## config.mk

```make
export PLATFORM = sky130hd
export DESIGN_NAME = count_sequencer
export DESIGN_NICKNAME = d
export VERILOG_FILES = /design/src/rtl/count_sequencer.sv
export SDC_FILE = /design/constraint.sdc
export NUM_CORES = 1
export LEC_CHECK = 0
export CAP_MARGIN = 20
export CORE_UTILIZATION = 49
export CTS_CLUSTER_DIAMETER = 200
export CTS_CLUSTER_SIZE = 14
export DETAILED_ROUTE_END_ITERATION = 10
export HOLD_SLACK_MARGIN = 0.06
export PLACE_DENSITY = 0.89
export SYNTH_ARGS = -nofsm -noshare
export SYNTH_HDL_FRONTEND = slang
export SYNTH_SLANG_ARGS = --single-unit
```

## constraint.sdc

```tcl
create_clock -name CLK -period 2 [get_ports CLK]
set_clock_uncertainty 0.1 [all_clocks]
set_input_delay 0.2 -clock CLK [delete_from_list [all_inputs] [get_ports CLK]]
set_output_delay 0.2 -clock CLK [all_outputs]
set_load 0.02 [all_outputs]
```

## src/rtl/count_sequencer.sv

```systemverilog
// Command-driven modulo-N counter sequencer: runs Q through 0..MOD-1 for a
// requested number of laps, with pause (HOLD) and cancel (ABORT) support.
module count_sequencer #(
  parameter int WIDTH = 3,
  parameter int LAP_W = 4
) (
  input  logic             CLK,
  input  logic             RESET,
  input  logic             CMD_VALID,
  output logic             CMD_READY,
  input  logic [WIDTH-1:0] CMD_MOD,
  input  logic [LAP_W-1:0] CMD_LAPS,
  input  logic             HOLD,
  input  logic             ABORT,
  output logic [WIDTH-1:0] Q,
  output logic             WRAP,
  output logic [LAP_W-1:0] LAP,
  output logic             BUSY,
  output logic             DONE,
  output logic             ERR
);

  typedef enum logic [1:0] {
    S_IDLE   = 2'd0,
    S_RUN    = 2'd1,
    S_PAUSED = 2'd2
  } state_t;

  state_t           state_q, state_d;
  logic [WIDTH-1:0] q_q, q_d;
  logic [LAP_W-1:0] lap_q, lap_d;
  logic [WIDTH-1:0] mod_q, mod_d;
  logic [LAP_W-1:0] laps_q, laps_d;
  logic             wrap_q, wrap_d;
  logic             done_q, done_d;
  logic             err_q, err_d;
  logic             busy_q, busy_d;

  logic [WIDTH-1:0] mod_m1;
  logic [LAP_W-1:0] lap_inc;
  logic             cmd_bad;

  assign mod_m1  = mod_q - 1'b1;
  assign lap_inc = lap_q + 1'b1;
  assign cmd_bad = (CMD_MOD < WIDTH'(2)) || (CMD_LAPS == '0);

  always_comb begin
    state_d = state_q;
    q_d     = q_q;
    lap_d   = lap_q;
    mod_d   = mod_q;
    laps_d  = laps_q;
    wrap_d  = 1'b0;
    done_d  = 1'b0;
    err_d   = 1'b0;
    busy_d  = busy_q;

    unique case (state_q)
      S_IDLE: begin
        if (CMD_VALID) begin
          if (cmd_bad) begin
            err_d = 1'b1;
          end else begin
            mod_d   = CMD_MOD;
            laps_d  = CMD_LAPS;
            q_d     = '0;
            lap_d   = '0;
            busy_d  = 1'b1;
            state_d = S_RUN;
          end
        end
      end

      S_RUN: begin
        if (ABORT) begin
          state_d = S_IDLE;
          q_d     = '0;
          busy_d  = 1'b0;
        end else if (HOLD) begin
          state_d = S_PAUSED;
        end else if (q_q == mod_m1) begin
          q_d    = '0;
          wrap_d = 1'b1;
          lap_d  = lap_inc;
          if (lap_inc == laps_q) begin
            state_d = S_IDLE;
            done_d  = 1'b1;
            busy_d  = 1'b0;
          end
        end else begin
          q_d = q_q + 1'b1;
        end
      end

      // Leaving PAUSED costs one extra stalled edge: no increment on resume.
      S_PAUSED: begin
        if (ABORT) begin
          state_d = S_IDLE;
          q_d     = '0;
          busy_d  = 1'b0;
        end else if (!HOLD) begin
          state_d = S_RUN;
        end
      end

      default: begin
        state_d = S_IDLE;
        q_d     = '0;
        busy_d  = 1'b0;
      end
    endcase
  end

  always_ff @(posedge CLK) begin
    if (!RESET) begin
      state_q <= S_IDLE;
      q_q     <= '0;
      lap_q   <= '0;
      wrap_q  <= 1'b0;
      done_q  <= 1'b0;
      err_q   <= 1'b0;
      busy_q  <= 1'b0;
    end else begin
      state_q <= state_d;
      q_q     <= q_d;
      lap_q   <= lap_d;
      wrap_q  <= wrap_d;
      done_q  <= done_d;
      err_q   <= err_d;
      busy_q  <= busy_d;
    end
  end

  // Run parameters are only meaningful while busy, so they need no reset.
  always_ff @(posedge CLK) begin
    mod_q  <= mod_d;
    laps_q <= laps_d;
  end

  assign CMD_READY = (state_q == S_IDLE);
  assign Q         = q_q;
  assign LAP       = lap_q;
  assign WRAP      = wrap_q;
  assign DONE      = done_q;
  assign ERR       = err_q;
  assign BUSY      = busy_q;

endmodule

```

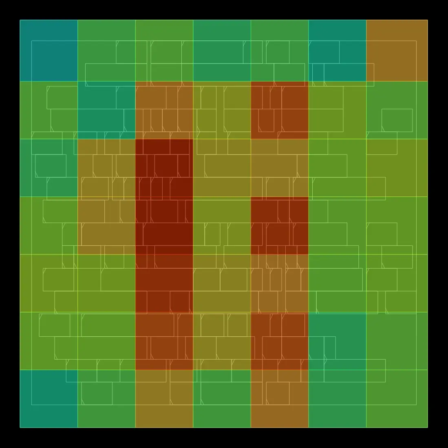
Fig. 1. Congestion heat map (run 1).
final core utilization: 0.704
grt met1 use: 0.287
GRT met2 Usage: 0.375

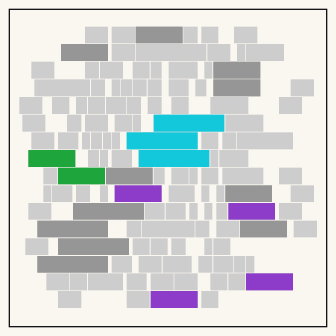
Fig. 2. Sequential cells grouped by signal name (run 1).
Other sequential cells in the stronger grey, the rest of the logic in the fainter grey.
`mod_q` -> cyan  # flops 3
`state_q` -> green  # flops 2
`LAP` -> purple  # flops 4
not coloured = 11
share of cell area taken by flip-flops and latches: 0.334
Power Sequential: 0.448 mW

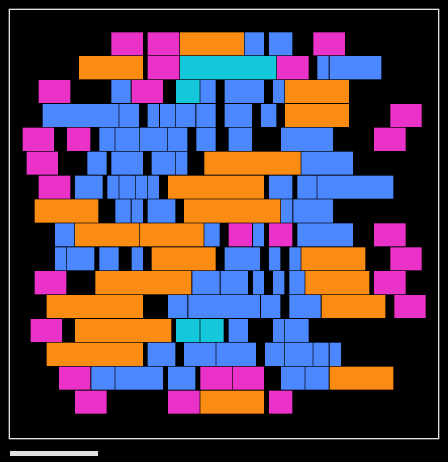
Fig. 3. Placed cells, one colour a class (run 1).
The bar under the picture is 10 um long.
remaining buffers and delay cells -> magenta  # cells 27
clock drivers and dummy loads -> cyan  # cells 4
sequential cells -> orange  # cells 20
combinational and other logic -> blue  # cells 76
total number of placement rows: 16
core box area: 2000 um2
fin area: 1410 um2

==> datasheet_impl.txt, run 1 <==
Implementation parameters

Parameter                              Value

Global routing
  Busiest layer in global routing    met2
  Antenna violations before repair    0
  Met3 usage in global routing    0.0409
  Via count of the first global-routing pass    871
  GRT overflow    0
  Total track usage    0.225
  Global-route wire length before repair    4030 um

Power and ir drop
  Power share of the sequential group    0.488
  Maximum ir drop on the vdd rail    0.565 mV
  Clock power share    0.370
  Internal power component    0.701 mW
  Leak pwr    0.505 nW
  Sw Ratio    0.236
  Total Power    0.918 mW
  Sw Pwr    0.217 mW
  Part of the power in combinational logic    0.142

Critical path
  Crit Path Category    reg -> out
  Nature of the critical path endpoint    output pin
  Number of buffers and inverters on the critical path    1
  Ordered cell list for the critical path    nor2_2 > clkdlybuf4s50_1
  Startpoint of the most critical setup path    state_q[1]$_SDFFE_PN0P_
  Crit path required time    1700 ps
  Cell type group with the largest total delay on the critical path    buffers and inverters
  R2R Path Start    mod_q[0]$_DFFE_PP_
  Worst reg2reg path depth    6
  Setup slack of the most critical reg-to-reg path    100 ps
  Crit path arrival time    1620 ps
  CP Max Fanout    9
  Slowest stage cell on the critical path    sky130_fd_sc_hd__clkdlybuf4s50_1
  Worst setup path endpoint    CMD_READY
  Crit start category    register

Synthesis
  Post-synth EDFFs    7
  Synth cell count leaders    sky130_fd_sc_hd__dfxtp_1, sky130_fd_sc_hd__nand2_1, sky130_fd_sc_hd__edfxtp_1, sky130_fd_sc_hd__nand4_1, sky130_fd_sc_hd__inv_1
  Fraction of the mapped netlist area in simple logic gates    0.250
  Post-synthesis mux area share    0
  Area fraction in compound gates after synthesis    0.136
  Top comb family, area    simple AND/OR/NAND/NOR gates
  Post-synthesis register bit count    20
  Number of different library cells in the post-synthesis netlist    47
  Area leader, netlist    sky130_fd_sc_hd__dfxtp_1
  Number of cell instances after yosys synthesis    99
  Area fraction in full adders, half adders and majority gates    0.0351
  Total number of yosys warnings    0
  Top area cells in the synthesized netlist    sky130_fd_sc_hd__dfxtp_1, sky130_fd_sc_hd__edfxtp_1, sky130_fd_sc_hd__ha_1
  Netlist Area Pre-Place    1070 um2
  Most common cell in the netlist    sky130_fd_sc_hd__dfxtp_1
  Async S/R FF share, synth    0
  Post-synthesis share of cell area spent on xor and xnor gates    0.106
  Cells after synthesis    99

Detailed routing
  Total length of routed wires    2240 um
  DR WL/cell    14.5 um
  ANT nets after route    0
  Post-route DRC violation count    0
  Vias    859
  1st-iter DRT viols    25
  Via density per instance    5.58
  Iteration tally of the first detailed-router pass    4

Cells and area
  Filler cells    153
  Count of inserted antenna diode cells    0
  Combined flip-flop and latch cell area    470 um2
  Area used by multi-input combinational logic    569 um2

Place
  Post-DP HPWL    1760 um
  Count of placed standard cells including taps    150
  Count of buffers inserted at the top-level ports    23
  Final RePlAce weighted congestion    0.845

Die
  Chip Height    48.7 um
  Io pins    24
  Floorplan die area    2370 um2
  Floorplan die width    48.7 um

Clocking
  Clock-pin slew on the worst setup and hold paths    130 ps
  Maximum level of the CTS H-tree    1
  Number of setup buffers added after CTS    0
  CTS Buf Count    3
  Clock Root Buffer    sky130_fd_sc_hd__clkbuf_4
  Count of hold buffers inserted by post-cts repair    0
  Insertion delay at the late pin of the worst-skew pair    320 ps

Run status
  Run status    finished, final reports clean

Timing
  Headroom to the max-slew limit    0.701
  Final setup vio count    0
  Min Tclk post-route    1920 ps
  Setup repair after global routing missed its margin    no
  Hold Fails Final Rpt    0
  Fin. max-slew vios    0
  Slew at the pin with the worst max-slew slack    448 ps
  Max Freq    0.521 GHz

Run
  Log Warnings    26
  Reported max-cap violation count    0

Worst hold path
  Worst hold path class    in -> reg
run 1: worst min path at each step:
stage / start / cells past startpoint / endpoint
CTS: CMD_LAPS[2] / 1 / laps_q[2]$_DFFE_PP_
global route: CMD_LAPS[2] / 1 / laps_q[2]$_DFFE_PP_
global placement: LAP[2]$_SDFFE_PN0P_ / 2 / LAP[2]$_SDFFE_PN0P_
floorplan: CMD_LAPS[0] / 0 / laps_q[0]$_DFFE_PP_
finish: CMD_LAPS[2] / 1 / laps_q[2]$_DFFE_PP_
detailed placement: LAP[2]$_SDFFE_PN0P_ / 2 / LAP[2]$_SDFFE_PN0P_
run 1: state kept, by name, indices dropped and copies added (netlist names):
register and count:
state_q 2, mod_q 3, LAP 4, Q 3
WRAP 1, ERR 1, laps_q 4, BUSY 1
DONE 1
run 1: metrics by stage:
stage / setup TNS [ps] / hold WS (ps) / instance area [um2] / utilization / setup slack (ps)
CTS: 0 / 352 / 1400 / 0.701 / 62.6
global route: 0 / 340 / 1410 / 0.704 / 8.09
global placement: 0 / 387 / 1350 / 0.675 / 58.8
detailed placement: -2.45 / 402 / 1350 / 0.675 / -2.45
finish: 0 / 343 / 1410 / 0.704 / 80.8
floorplan: 0 / 199 / 1070 / - / 186
run 1: power by group through the flow:
stage / combinational, mW / sequential, mW / clock (mW)
6_report: 0.131 / 0.448 / 0.340
5_1_grt: 0.142 / 0.450 / 0.363
3_3_place_gp: 0.125 / 0.456 / 0
3_5_place_dp: 0.130 / 0.457 / 0
4_1_cts: 0.131 / 0.448 / 0.336
2_1_floorplan: 0.0686 / 0.458 / 0
run 1: final cells by class:
type / instances / share of cell area
Inverter: 6 / 0.0160
Timing Repair Buffer: 27 / 0.185
Clock inverter: 1 / 0.0213
Clock buffer: 3 / 0.0160
Tap cell: 27 / 0.0240
Multi-Input combinational cell: 70 / 0.404
Sequential cell: 20 / 0.334
run 1: layout by cell type (no fill, tap or decap), types with 2 or more instances in the layout:
cell	Yosys	layout
sky130_fd_sc_hd__clkdlybuf4s50_1	0	23
sky130_fd_sc_hd__dfxtp_1	13	13
sky130_fd_sc_hd__nand2_1	9	9
sky130_fd_sc_hd__edfxtp_1	7	7
sky130_fd_sc_hd__nand4_1	6	6
sky130_fd_sc_hd__inv_1	5	5
sky130_fd_sc_hd__buf_4	0	4
sky130_fd_sc_hd__xnor2_1	3	3
sky130_fd_sc_hd__nand2b_1	3	3
sky130_fd_sc_hd__nor2_1	3	3
sky130_fd_sc_hd__o21ai_1	3	3
sky130_fd_sc_hd__ha_1	3	3
sky130_fd_sc_hd__clkbuf_4	0	3
sky130_fd_sc_hd__xor2_2	2	2
sky130_fd_sc_hd__nand3_1	2	2
sky130_fd_sc_hd__o21ai_0	2	2
sky130_fd_sc_hd__and2_1	2	2
sky130_fd_sc_hd__nand3b_1	2	2
sky130_fd_sc_hd__nor3b_1	2	2
run 1: metal layers:
metal / share of wire / vias up
li1: - / 427
met4: 0.011 / 0
met3: 0.047 / 2
met2: 0.51 / 33
met5: 0 / -
met1: 0.43 / 397
Fig. 4: run 1, clock distribution
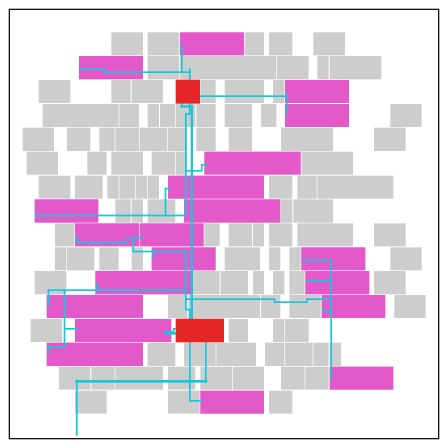

==> run 2: changes to the inputs <==
--- a/config.mk
+++ b/config.mk
@@ -6,12 +6,12 @@
 export NUM_CORES = 1
 export LEC_CHECK = 0
 export CAP_MARGIN = 20
-export CORE_UTILIZATION = 49
+export CORE_UTILIZATION = 52
 export CTS_CLUSTER_DIAMETER = 200
 export CTS_CLUSTER_SIZE = 14
 export DETAILED_ROUTE_END_ITERATION = 10
 export HOLD_SLACK_MARGIN = 0.06
-export PLACE_DENSITY = 0.89
+export PLACE_DENSITY = 0.93
 export SYNTH_ARGS = -nofsm -noshare
 export SYNTH_HDL_FRONTEND = slang
 export SYNTH_SLANG_ARGS = --single-unit
==> constraint.sdc (replaced) <==
create_clock -name CLK -period 2.25 [get_ports CLK]
set_clock_uncertainty 0.1 [all_clocks]
set_input_delay 0.225 -clock CLK [delete_from_list [all_inputs] [get_ports CLK]]
set_output_delay 0.225 -clock CLK [all_outputs]
set_load 0.02 [all_outputs]
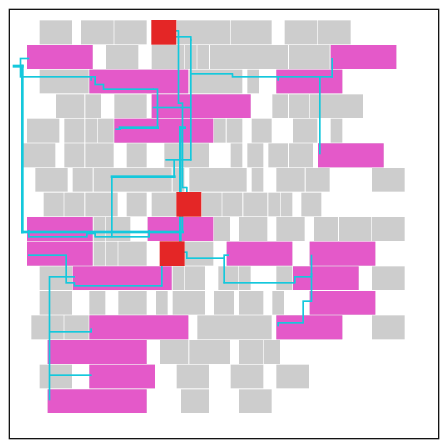
Fig. 5. Clock distribution (run 2).
clock wires -> cyan  # length 269 um
clock drivers -> red  # count 3
flip-flops -> magenta  # count 20
routed clock nets = 4
flops lie = spread over the die
power of the clock network: 0.217 mW
insertion delay at the late pin of the worst-skew pair: 310 ps

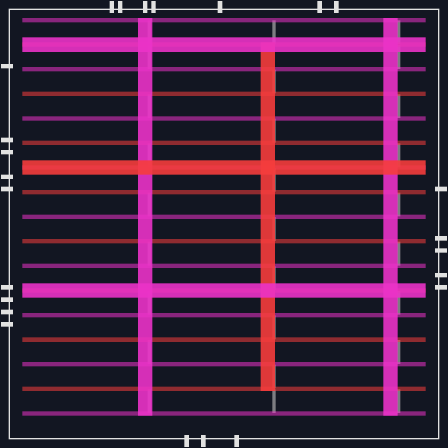
Fig. 6. PDN straps and rails (run 2).
Pins as bars on the die edge. Tap cells in grey.
VDD -> red
VSS -> magenta
tap cells = 27
met5 straps = 3
core box area: 1940 um2
maximum ir drop on the vdd rail: 0.473 mV
Chip Height: 47.4 um

==> run 2 against run 1 <==
  * Worst hold slack improved by 25 ps
  * Highest routed layer unchanged
  * Area after synthesis unchanged
  * Clock power decreased by 36%
==> datasheet_impl.txt, run 2 <==
Implementation parameters

Parameter                              Value

Run status
  Run status    finished, final reports clean (unchanged)

Detailed routing
  Vias    888 (was 859)
  Post-route DRC violation count    0 (unchanged)
  DR WL/cell    15.6 um (was 14.5 um)
  Via density per instance    5.88 (was 5.58)

Global routing
  Antenna violations before repair    0 (unchanged)
  GRT overflow    0 (unchanged)
  Total track usage    0.236 (was 0.225)

Power and ir drop
  Leak pwr    0.482 nW (was 0.505 nW)
  Sw Pwr    0.189 mW (was 0.217 mW)
  Power share of the sequential group    0.547 (was 0.488)
  Internal power component    0.539 mW (was 0.701 mW)

Cells and area
  Area used by multi-input combinational logic    564 um2 (was 569 um2)
  Filler cells    154 (was 153)
  Top logic cell by instance count in the layout    sky130_fd_sc_hd__clkdlybuf4s50_1 (unchanged)
  Top cells excl fill/tap    sky130_fd_sc_hd__clkdlybuf4s50_1, sky130_fd_sc_hd__dfxtp_1, sky130_fd_sc_hd__nand2_1 (unchanged)
  Combined flip-flop and latch cell area    470 um2 (unchanged)

Synthesis
  Most common cell in the netlist    sky130_fd_sc_hd__dfxtp_1 (unchanged)
  Post-synth EDFFs    7 (unchanged)
  Area leader, netlist    sky130_fd_sc_hd__dfxtp_1 (unchanged)
  Number of different library cells in the post-synthesis netlist    47 (unchanged)
  Synth cell count leaders    sky130_fd_sc_hd__dfxtp_1, sky130_fd_sc_hd__nand2_1, sky130_fd_sc_hd__edfxtp_1, sky130_fd_sc_hd__nand4_1, sky130_fd_sc_hd__inv_1 (unchanged)
  Async S/R FF share, synth    0 (unchanged)
  Total number of yosys warnings    0 (unchanged)
  Number of cell instances after yosys synthesis    99 (unchanged)
  Top area cells in the synthesized netlist    sky130_fd_sc_hd__dfxtp_1, sky130_fd_sc_hd__edfxtp_1, sky130_fd_sc_hd__ha_1 (unchanged)

Die
  Io pins    24 (unchanged)
  Floorplan die width    47.4 um (was 48.7 um)

Clocking
  CTS Buf Count    3 (unchanged)
  Clock-pin slew on the worst setup and hold paths    130 ps (about the same)
  Count of hold buffers inserted by post-cts repair    0 (unchanged)

Place
  Final RePlAce weighted congestion    0.772 (was 0.845)

Critical path
  Crit Path Category    reg -> reg (was reg -> out)
  Nature of the critical path endpoint    register (was output pin)
  R2R Path Start    mod_q[0]$_DFFE_PP_ (unchanged)
  Crit path arrival time    2070 ps (was 1620 ps)

Run
  Log Warnings    26 (unchanged)

Timing
  Headroom to the max-slew limit    0.713 (was 0.701)
run 2: final timing paths:
kind,endpoint,slack (ps),cells past startpoint
setup / recovery,state_q[0]$_SDFFE_PN0P_,300,6
hold / removal,mod_q[0]$_DFFE_PP_,370,1
setup reg to reg,state_q[0]$_SDFFE_PN0P_,300,6
hold reg to reg,LAP[2]$_SDFFE_PN0P_,420,2
run 2: kinds of logic (layout without fill, tap and decap cells):
kind of cell / Yosys count / in the layout / synth area share
AOI/OAI and AO/OA: 18 / 18 / 0.136
buffers and inverters: 9 / 34 / 0.0327
and+or+nand+nor: 41 / 41 / 0.250
xor gates and xnor gates: 8 / 8 / 0.106
adders and majority gates: 3 / 3 / 0.0351
DFF: 20 / 20 / 0.440
run 2: critical path, delay by kind of cell, from the launching register on:
kind                     cells  cell delay [ps]
AND-OR/OR-AND                1              230
XOR/XNOR                     1              220
adder cells (fa/ha/maj)      1              320
buffers and inverters        1               60
flip-flops                   1              410
AND/OR/NAND/NOR              2              520
run 2: stage by stage:
stage	power [mW]	setup slack, ps	instances	util	instance area [um2]
after global routing	0.748	197	151	0.703	1370
after floorplan	0.468	436	99	-	1070
final	0.728	305	151	0.703	1370
after CTS	0.723	299	151	0.703	1370
after global placement	0.512	258	147	0.684	1330
after detailed placement	0.516	203	147	0.684	1330
run 2: cell type report:
| type | instances | area share |
|---|---|---|
| clock buffer | 4 | 0.0266 |
| inverter | 6 | 0.0165 |
| multi-input combinational | 70 | 0.413 |
| sequential | 20 | 0.345 |
| tap | 27 | 0.0247 |
| timing repair buffer | 24 | 0.174 |
run 2: power groups by stage:
stage	Combinational [mW]	Clock, mW	Sequential [mW]
CTS	0.111	0.214	0.398
detailed placement	0.110	0	0.406
floorplan	0.0610	0	0.407
finish	0.112	0.217	0.398
global route	0.121	0.228	0.399
global placement	0.107	0	0.405
run 2: layer usage:
metal / vias up / share of wire / global-route usage
met5: - / 0 / 0
met4: 0 / 0.018 / 0.103
met3: 6 / 0.058 / 0.0308
met2: 41 / 0.50 / 0.364
met1: 423 / 0.42 / 0.329
li1: 418 / - / -
Power figures rest on the tool's default switching activity, not on a simulated workload.
